## src/rtl/fp_degree_div.sv

```systemverilog
// Iterative FP16 divide by an unsigned integer degree: out_value = in_value / in_degree.
// Restoring division yields one quotient bit per clock; results round away from zero when inexact.
module fp_degree_div #(
    parameter int DEG_W = 16,
    parameter int TAG_W = 8
) (
    input  logic             clock,
    input  logic             reset_n,
    input  logic             in_valid,
    output logic             in_ready,
    input  logic [15:0]      in_value,
    input  logic [DEG_W-1:0] in_degree,
    input  logic [TAG_W-1:0] in_tag,
    output logic             out_valid,
    input  logic             out_ready,
    output logic [15:0]      out_value,
    output logic [TAG_W-1:0] out_tag
);

    localparam int LZ_W = $clog2(DEG_W);

    typedef enum logic [2:0] {IDLE, NORM, DIV, ROUND, DONE} state_t;

    state_t state, state_next;

    logic             op_sign;
    logic [4:0]       op_exp;
    logic [9:0]       op_man;
    logic [DEG_W-1:0] op_degree;
    logic [TAG_W-1:0] op_tag;
    logic [DEG_W-1:0] divisor;
    logic [LZ_W-1:0]  shift_k;
    logic [DEG_W:0]   remainder;
    logic [11:0]      quotient;
    logic [3:0]       div_count;

    logic             accept;
    logic             bypass;
    logic [15:0]      bypass_value;
    logic [LZ_W-1:0]  lz;
    logic [DEG_W-1:0] d_norm;
    logic [LZ_W-1:0]  k;
    logic             ge;
    logic [DEG_W:0]   diff;
    logic [9:0]       mant;
    logic             adj;
    logic             round_up;
    logic [10:0]      mant_sum;
    logic signed [7:0] exp_calc;
    logic [15:0]      round_value;

    assign accept = in_valid && in_ready;

    // Operands that need no division complete straight from IDLE; priority order matters.
    always_comb begin
        bypass       = 1'b1;
        bypass_value = {in_value[15], 15'h0};
        if (in_degree == '0) begin
            bypass_value = {in_value[15], 15'h0};
        end else if (in_value[14:10] == 5'h1F) begin
            bypass_value = in_value;
        end else if (in_value[14:10] == 5'h00) begin
            bypass_value = {in_value[15], 15'h0};
        end else begin
            bypass = 1'b0;
        end
    end

    always_comb begin
        state_next = state;
        in_ready   = 1'b0;
        out_valid  = 1'b0;
        case (state)
            IDLE: begin
                in_ready = 1'b1;
                if (accept) state_next = bypass ? DONE : NORM;
            end
            NORM:  state_next = DIV;
            DIV:   if (div_count == 4'd11) state_next = ROUND;
            ROUND: state_next = DONE;
            DONE: begin
                out_valid = 1'b1;
                if (out_ready) state_next = IDLE;
            end
            default: state_next = IDLE;
        endcase
    end

    always_ff @(posedge clock) begin
        if (!reset_n) state <= IDLE;
        else          state <= state_next;
    end

    // Highest set bit wins, giving floor(log2(degree)) as k.
    always_comb begin
        lz = '0;
        for (int i = 0; i < DEG_W; i++) begin
            if (op_degree[i]) lz = LZ_W'(DEG_W - 1 - i);
        end
    end

    assign d_norm = op_degree << lz;
    assign k      = LZ_W'(DEG_W - 1) - lz;
    assign ge     = remainder >= {1'b0, divisor};
    assign diff   = remainder - {1'b0, divisor};

    // Quotient below 1.0 is renormalised; its shifted-in bit is zero so only sticky rounds it.
    always_comb begin
        adj         = ~quotient[11];
        mant        = quotient[11] ? quotient[10:1] : quotient[9:0];
        round_up    = (quotient[11] & quotient[0]) | (remainder != '0);
        mant_sum    = {1'b0, mant} + 11'(round_up);
        exp_calc    = 8'(op_exp) - 8'(shift_k) - 8'(adj);
        if (mant_sum[10]) exp_calc = exp_calc + 8'sd1;
        round_value = {op_sign, exp_calc[4:0], mant_sum[9:0]};
        if (exp_calc <= 0) begin
            round_value = {op_sign, 15'h0};
        end else if (exp_calc >= 31) begin
            round_value = {op_sign, 5'h1F, 10'h0};
        end
    end

    always_ff @(posedge clock) begin
        if (!reset_n) begin
            op_sign   <= 1'b0;
            op_exp    <= '0;
            op_man    <= '0;
            op_degree <= '0;
            op_tag    <= '0;
            divisor   <= '0;
            shift_k   <= '0;
            remainder <= '0;
            quotient  <= '0;
            div_count <= '0;
            out_value <= '0;
            out_tag   <= '0;
        end else begin
            case (state)
                IDLE: begin
                    if (accept) begin
                        op_sign   <= in_value[15];
                        op_exp    <= in_value[14:10];
                        op_man    <= in_value[9:0];
                        op_degree <= in_degree;
                        op_tag    <= in_tag;
                        if (bypass) begin
                            out_value <= bypass_value;
                            out_tag   <= in_tag;
                        end
                    end
                end
                NORM: begin
                    // Dividend and divisor share the same binary point at bit DEG_W-1.
                    divisor   <= d_norm;
                    shift_k   <= k;
                    remainder <= {1'b0, 1'b1, op_man, {(DEG_W - 11){1'b0}}};
                    quotient  <= '0;
                    div_count <= '0;
                end
                DIV: begin
                    quotient  <= {quotient[10:0], ge};
                    remainder <= (ge ? diff : remainder) << 1;
                    div_count <= div_count + 4'd1;
                end
                ROUND: begin
                    out_value <= round_value;
                    out_tag   <= op_tag;
                end
                default: ;
            endcase
        end
    end

endmodule
```

## config.mk

```make
export PLATFORM = sky130hd
export DESIGN_NAME = fp_degree_div
export DESIGN_NICKNAME = d
export VERILOG_FILES = /design/src/rtl/fp_degree_div.sv
export SDC_FILE = /design/constraint.sdc
export NUM_CORES = 1
export LEC_CHECK = 0
export CAP_MARGIN = 30
export CORE_UTILIZATION = 40
export CTS_CLUSTER_DIAMETER = 50
export DETAILED_ROUTE_END_ITERATION = 7
export GPL_TIMING_DRIVEN = 0
export PLACE_DENSITY = 0.66
export SYNTH_ARGS = -nofsm -noshare
export SYNTH_HDL_FRONTEND = slang
export SYNTH_SLANG_ARGS = --single-unit
```

## constraint.sdc

```tcl
create_clock -name clock -period 3.35 [get_ports clock]
set_input_delay 1.005 -clock clock [delete_from_list [all_inputs] [get_ports clock]]
set_output_delay 1.005 -clock clock [all_outputs]
set_load 0.1 [all_outputs]
```

Run 1, routing congestion map:
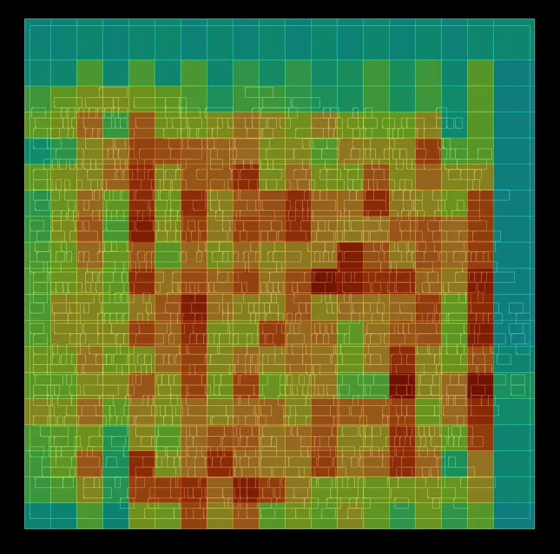
GR Util met1: 0.319
met2 usage: 0.381
final core utilization: 0.533

Run 1, cell density map:
Bar = 50 um. The die is cut into 14 by 14 equal tiles; black is low, pale yellow is high, 0 to 100% covered.
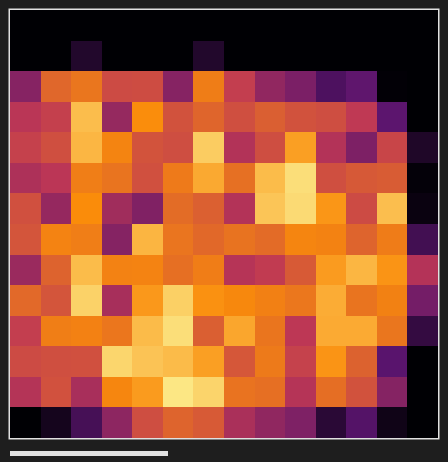
emptiest ninth of the die	upper right
mean over tiles	49%
fullest tile	95%
nearly empty tiles	17%
tiles over 75% full	18%

Run 1, signal wires on met1:
Bar = 50 um.
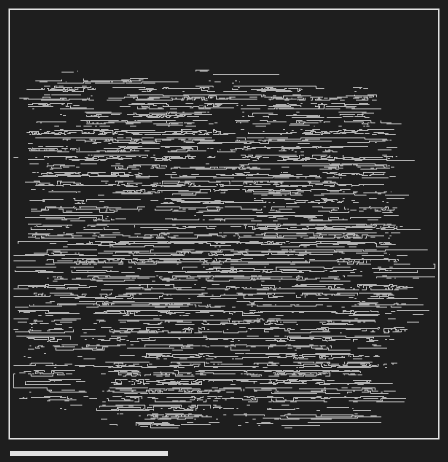
wire length on this layer	10100 um
nets with wire on the layer	997
main direction	horizontal
share of all routed wire	47%

==> results_dict.tcl, run 1 <==
# implementation run metrics
set metrics [dict create \
    top_logic_kind "AND-OR/OR-AND gates" \
    buffers 148 \
    nFillCells 1617 \
    wire_per_inst_um 17.2 \
    power_switching_share 0.475 \
    crit_slowest_cell "nor4b_2" \
    slew_violations 0 \
    status "finished, final reports clean" \
    p_seq_frac 0.178 \
    worst_slew_pin_slew_ns 1.00 \
    num-clock-buffers 24 \
    cts_tree "built" \
    rows 48 \
    holdPathEnd "op_tag[4]$_SDFFE_PN0P_" \
    clock-sinks 119 \
    fin_crit_sh 0.998 \
    drt_iter0_markers 470 \
    comb_cell_power_uw 7720 \
    inverters_excl_clock 41 \
    finClkSkew_ns 0.00598 \
    hold_depth 2 \
    clockBufferDepth 2 \
    portBuffers 69 \
    netlist_instances 896 \
    wl_met2_um 9930 \
    edf_count 0 \
    warnings 28 \
    sh_seq_area 0.259 \
    busiest_layer "met2" \
    power_leakage_uw 0.00348 \
    power.total_uw 11800 \
    top_cells_by_count "nand2_1 (129), dfxtp_1 (119), a21oi_1 (106)" \
    synth-xor-area-share 0.0314 \
    synth-async-reset-ratio 0 \
    lay_top_count "nand2_1" \
    synth-main-ff-cell "dfxtp_1" \
    finalInstanceArea_sq_um 9220 \
    comb_area_frac 0.497 \
    ys_sh_mux 0.0717 \
    drcViolationCount 0 \
    top_power_group "combinational cells" \
    grt_util_all_layers 0.237 \
    drive_above_1_share 0.132 \
    floorplan.core_util 0.410 \
    top_cell "nand2_1" \
    syn_to_final_growth_pct 30.2 \
    num_tap_cells 225 \
    power.switching_uw 5590 \
    ff_count 119 \
    numPlacedInstances 1190 \
    ctsRootBufferMaster "clkbuf_16" \
    ys_cells 896 \
    startpoint "remainder[13]$_SDFFE_PN0N_" \
    hold_slack_ns 0.452 \
    ys_sh_aoi 0.251 \
    ys_sh_adder 0.0516 \
    rsz0062_at_grt "yes" \
    end_kind "register" \
    max_freq_ghz 0.299 \
    synth_area_sq_um 7080 \
    critPathTopFamily "simple AND/OR/NAND/NOR gates" \
    cap_violations 0 \
    final-hold-violation-count 0 \
    timing.final.ws_setup_ns 0.00772 \
    cp_num_cells 16 \
    hp-start "op_tag[4]$_SDFFE_PN0P_" \
    ys_ff 119 \
    register_area_sq_um 2390 \
    ys_area_sq_um 7080 \
    top_area_cell "dfxtp_1" \
    fp.dieH_um 135 \
    ios 70 \
    dieArea_sq_um 18200 \
]
==> run 1 -> run 2 <==
ABC_CLOCK_PERIOD_IN_PS = 3100   (was not set)
PLACE_DENSITY = 0.63   (was 0.66)
clock period = 3.1 ns   (was 3.35 ns; I/O delays follow)
Run 2, wiring heat map:
Bar = 50 um. The die is cut into 27 by 27 equal tiles; black is low, pale yellow is high, scaled to the fullest tile. Values are wire area over tile area, all layers added.
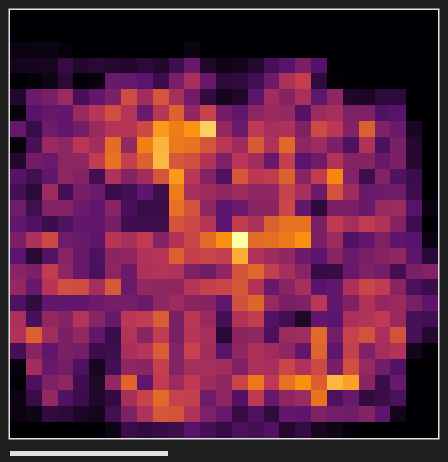
mean over tiles	0.18
densest ninth of the die	center
emptiest ninth of the die	upper right
nearly empty tiles	18%
tiles over half the peak	16%
fullest tile	0.63

Run 2, signal wires on met1:
Bar = 50 um.
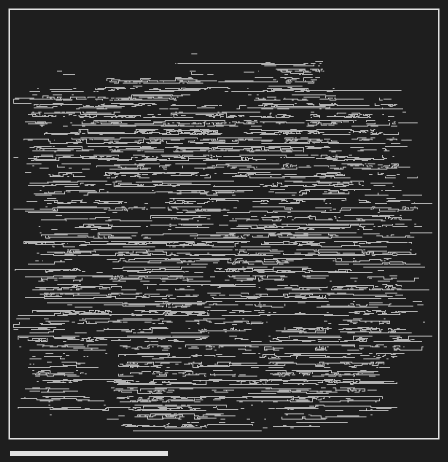
share of all routed wire	48%
main direction	horizontal

Run 2, cell density map:
Bar = 50 um. The die is cut into 14 by 14 equal tiles; black is low, pale yellow is high, 0 to 100% covered.
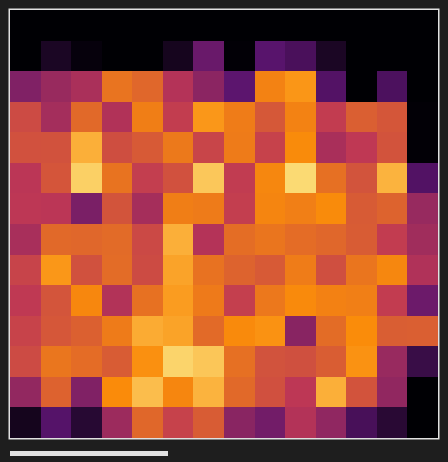
emptiest ninth of the die	upper right
mean over tiles	49%
tiles over 75% full	11%

==> run 2 against run 1 <==
  * The flow now finishes with violations (setup timing)
  * Synthesized cell count stayed put
  * Non-clock buffer count up 2
  * Count of clock-buffer cells in the layout fell by 7
  * Critical endpoint is now out_value[9]$_SDFFE_PN0P_
  * Largest cell class unchanged
  * Largest power group unchanged
  * Highest routed layer unchanged
==> results_dict.tcl, run 2 <==
# implementation run metrics
set metrics [dict create \
    status "finished with violations" \
    violations "setup timing" \
    wl_met2_um 9880 \
    finalInstanceArea_sq_um 9220 \
    routabilityCongestion 0.860 \
    ys_ff 119 \
    netlist_instances 896 \
    grt_util_all_layers 0.239 \
    portBuffers 69 \
    ys_seq_frac 0.336 \
    max_freq_ghz 0.293 \
    hp-start "op_tag[1]$_SDFFE_PN0P_" \
    synth-async-reset-ratio 0 \
    final-setup-viol-count 15 \
    ys_cells 896 \
    rows 48 \
    clockBufferDepth 2 \
    top_power_group "combinational cells" \
    register_area_sq_um 2390 \
    drive_above_1_share 0.145 \
    startpoint "op_exp[0]$_SDFFE_PN0P_" \
    floorplan.core_util 0.410 \
    cts_tree "built" \
    synth_area_sq_um 7080 \
    end_kind "register" \
    power.total_uw 12700 \
    num_tap_cells 225 \
    warnings 30 \
    comb_area_frac 0.506 \
    busiest_layer "met2" \
    comb_cell_power_uw 8520 \
    power_leakage_uw 0.00346 \
    slew_violations 0 \
    grt_util_met2 0.381 \
    wire_per_inst_um 17.2 \
    finClkSkew_ns 0.00769 \
    top_cell "nand2_1" \
    ios 70 \
    fp.dieH_um 135 \
    ys_area_sq_um 7080 \
    critPathTopFamily "AND-OR/OR-AND gates" \
    timing.final.ws_setup_ns -0.309 \
    ff_count 119 \
    ys_sh_mux 0.0717 \
    cp_data_required_time_ns 3.46 \
    syn_to_final_growth_pct 30.2 \
    dieArea_sq_um 18200 \
    clock_latency_ns 0.43 \
    final_util 0.533 \
    top_area_cell "dfxtp_1" \
    numPlacedInstances 1190 \
    nFillCells 1635 \
    p_seq_frac 0.177 \
    power_switching_share 0.489 \
    sh_seq_area 0.259 \
    synth-xor-area-share 0.0314 \
    cp_num_cells 16 \
    lay_top_count "nand2_1" \
    worstPathArrival_ns 3.77 \
    top_logic_kind "AND-OR/OR-AND gates" \
    final-hold-violation-count 0 \
    worst_slew_pin_slew_ns 0.994 \
    inverters_excl_clock 41 \
    num-clock-buffers 17 \
    edf_count 0 \
    hold_path_class "register to register" \
    ys_sh_aoi 0.251 \
    avgSynthCellArea_sq_um 7.91 \
    top_cells_by_count "nand2_1 (129), dfxtp_1 (119), a21oi_1 (106)" \
    drt_iter0_markers 408 \
    hold_slack_ns 0.456 \
    regToRegSetupSlack_ns -0.31 \
    clock-sinks 119 \
    rsz0062_at_grt "yes" \
    ys_sh_adder 0.0516 \
    use_met1 0.322 \
    cap_violations 0 \
    fin_crit_sh 1.10 \
    synth-main-ff-cell "dfxtp_1" \
    holdPathEnd "op_tag[1]$_SDFFE_PN0P_" \
    power.switching_uw 6230 \
    crit_slowest_cell "fa_2" \
    drcViolationCount 0 \
    buffers 150 \
]
Power and IR drop assume default switching activity.
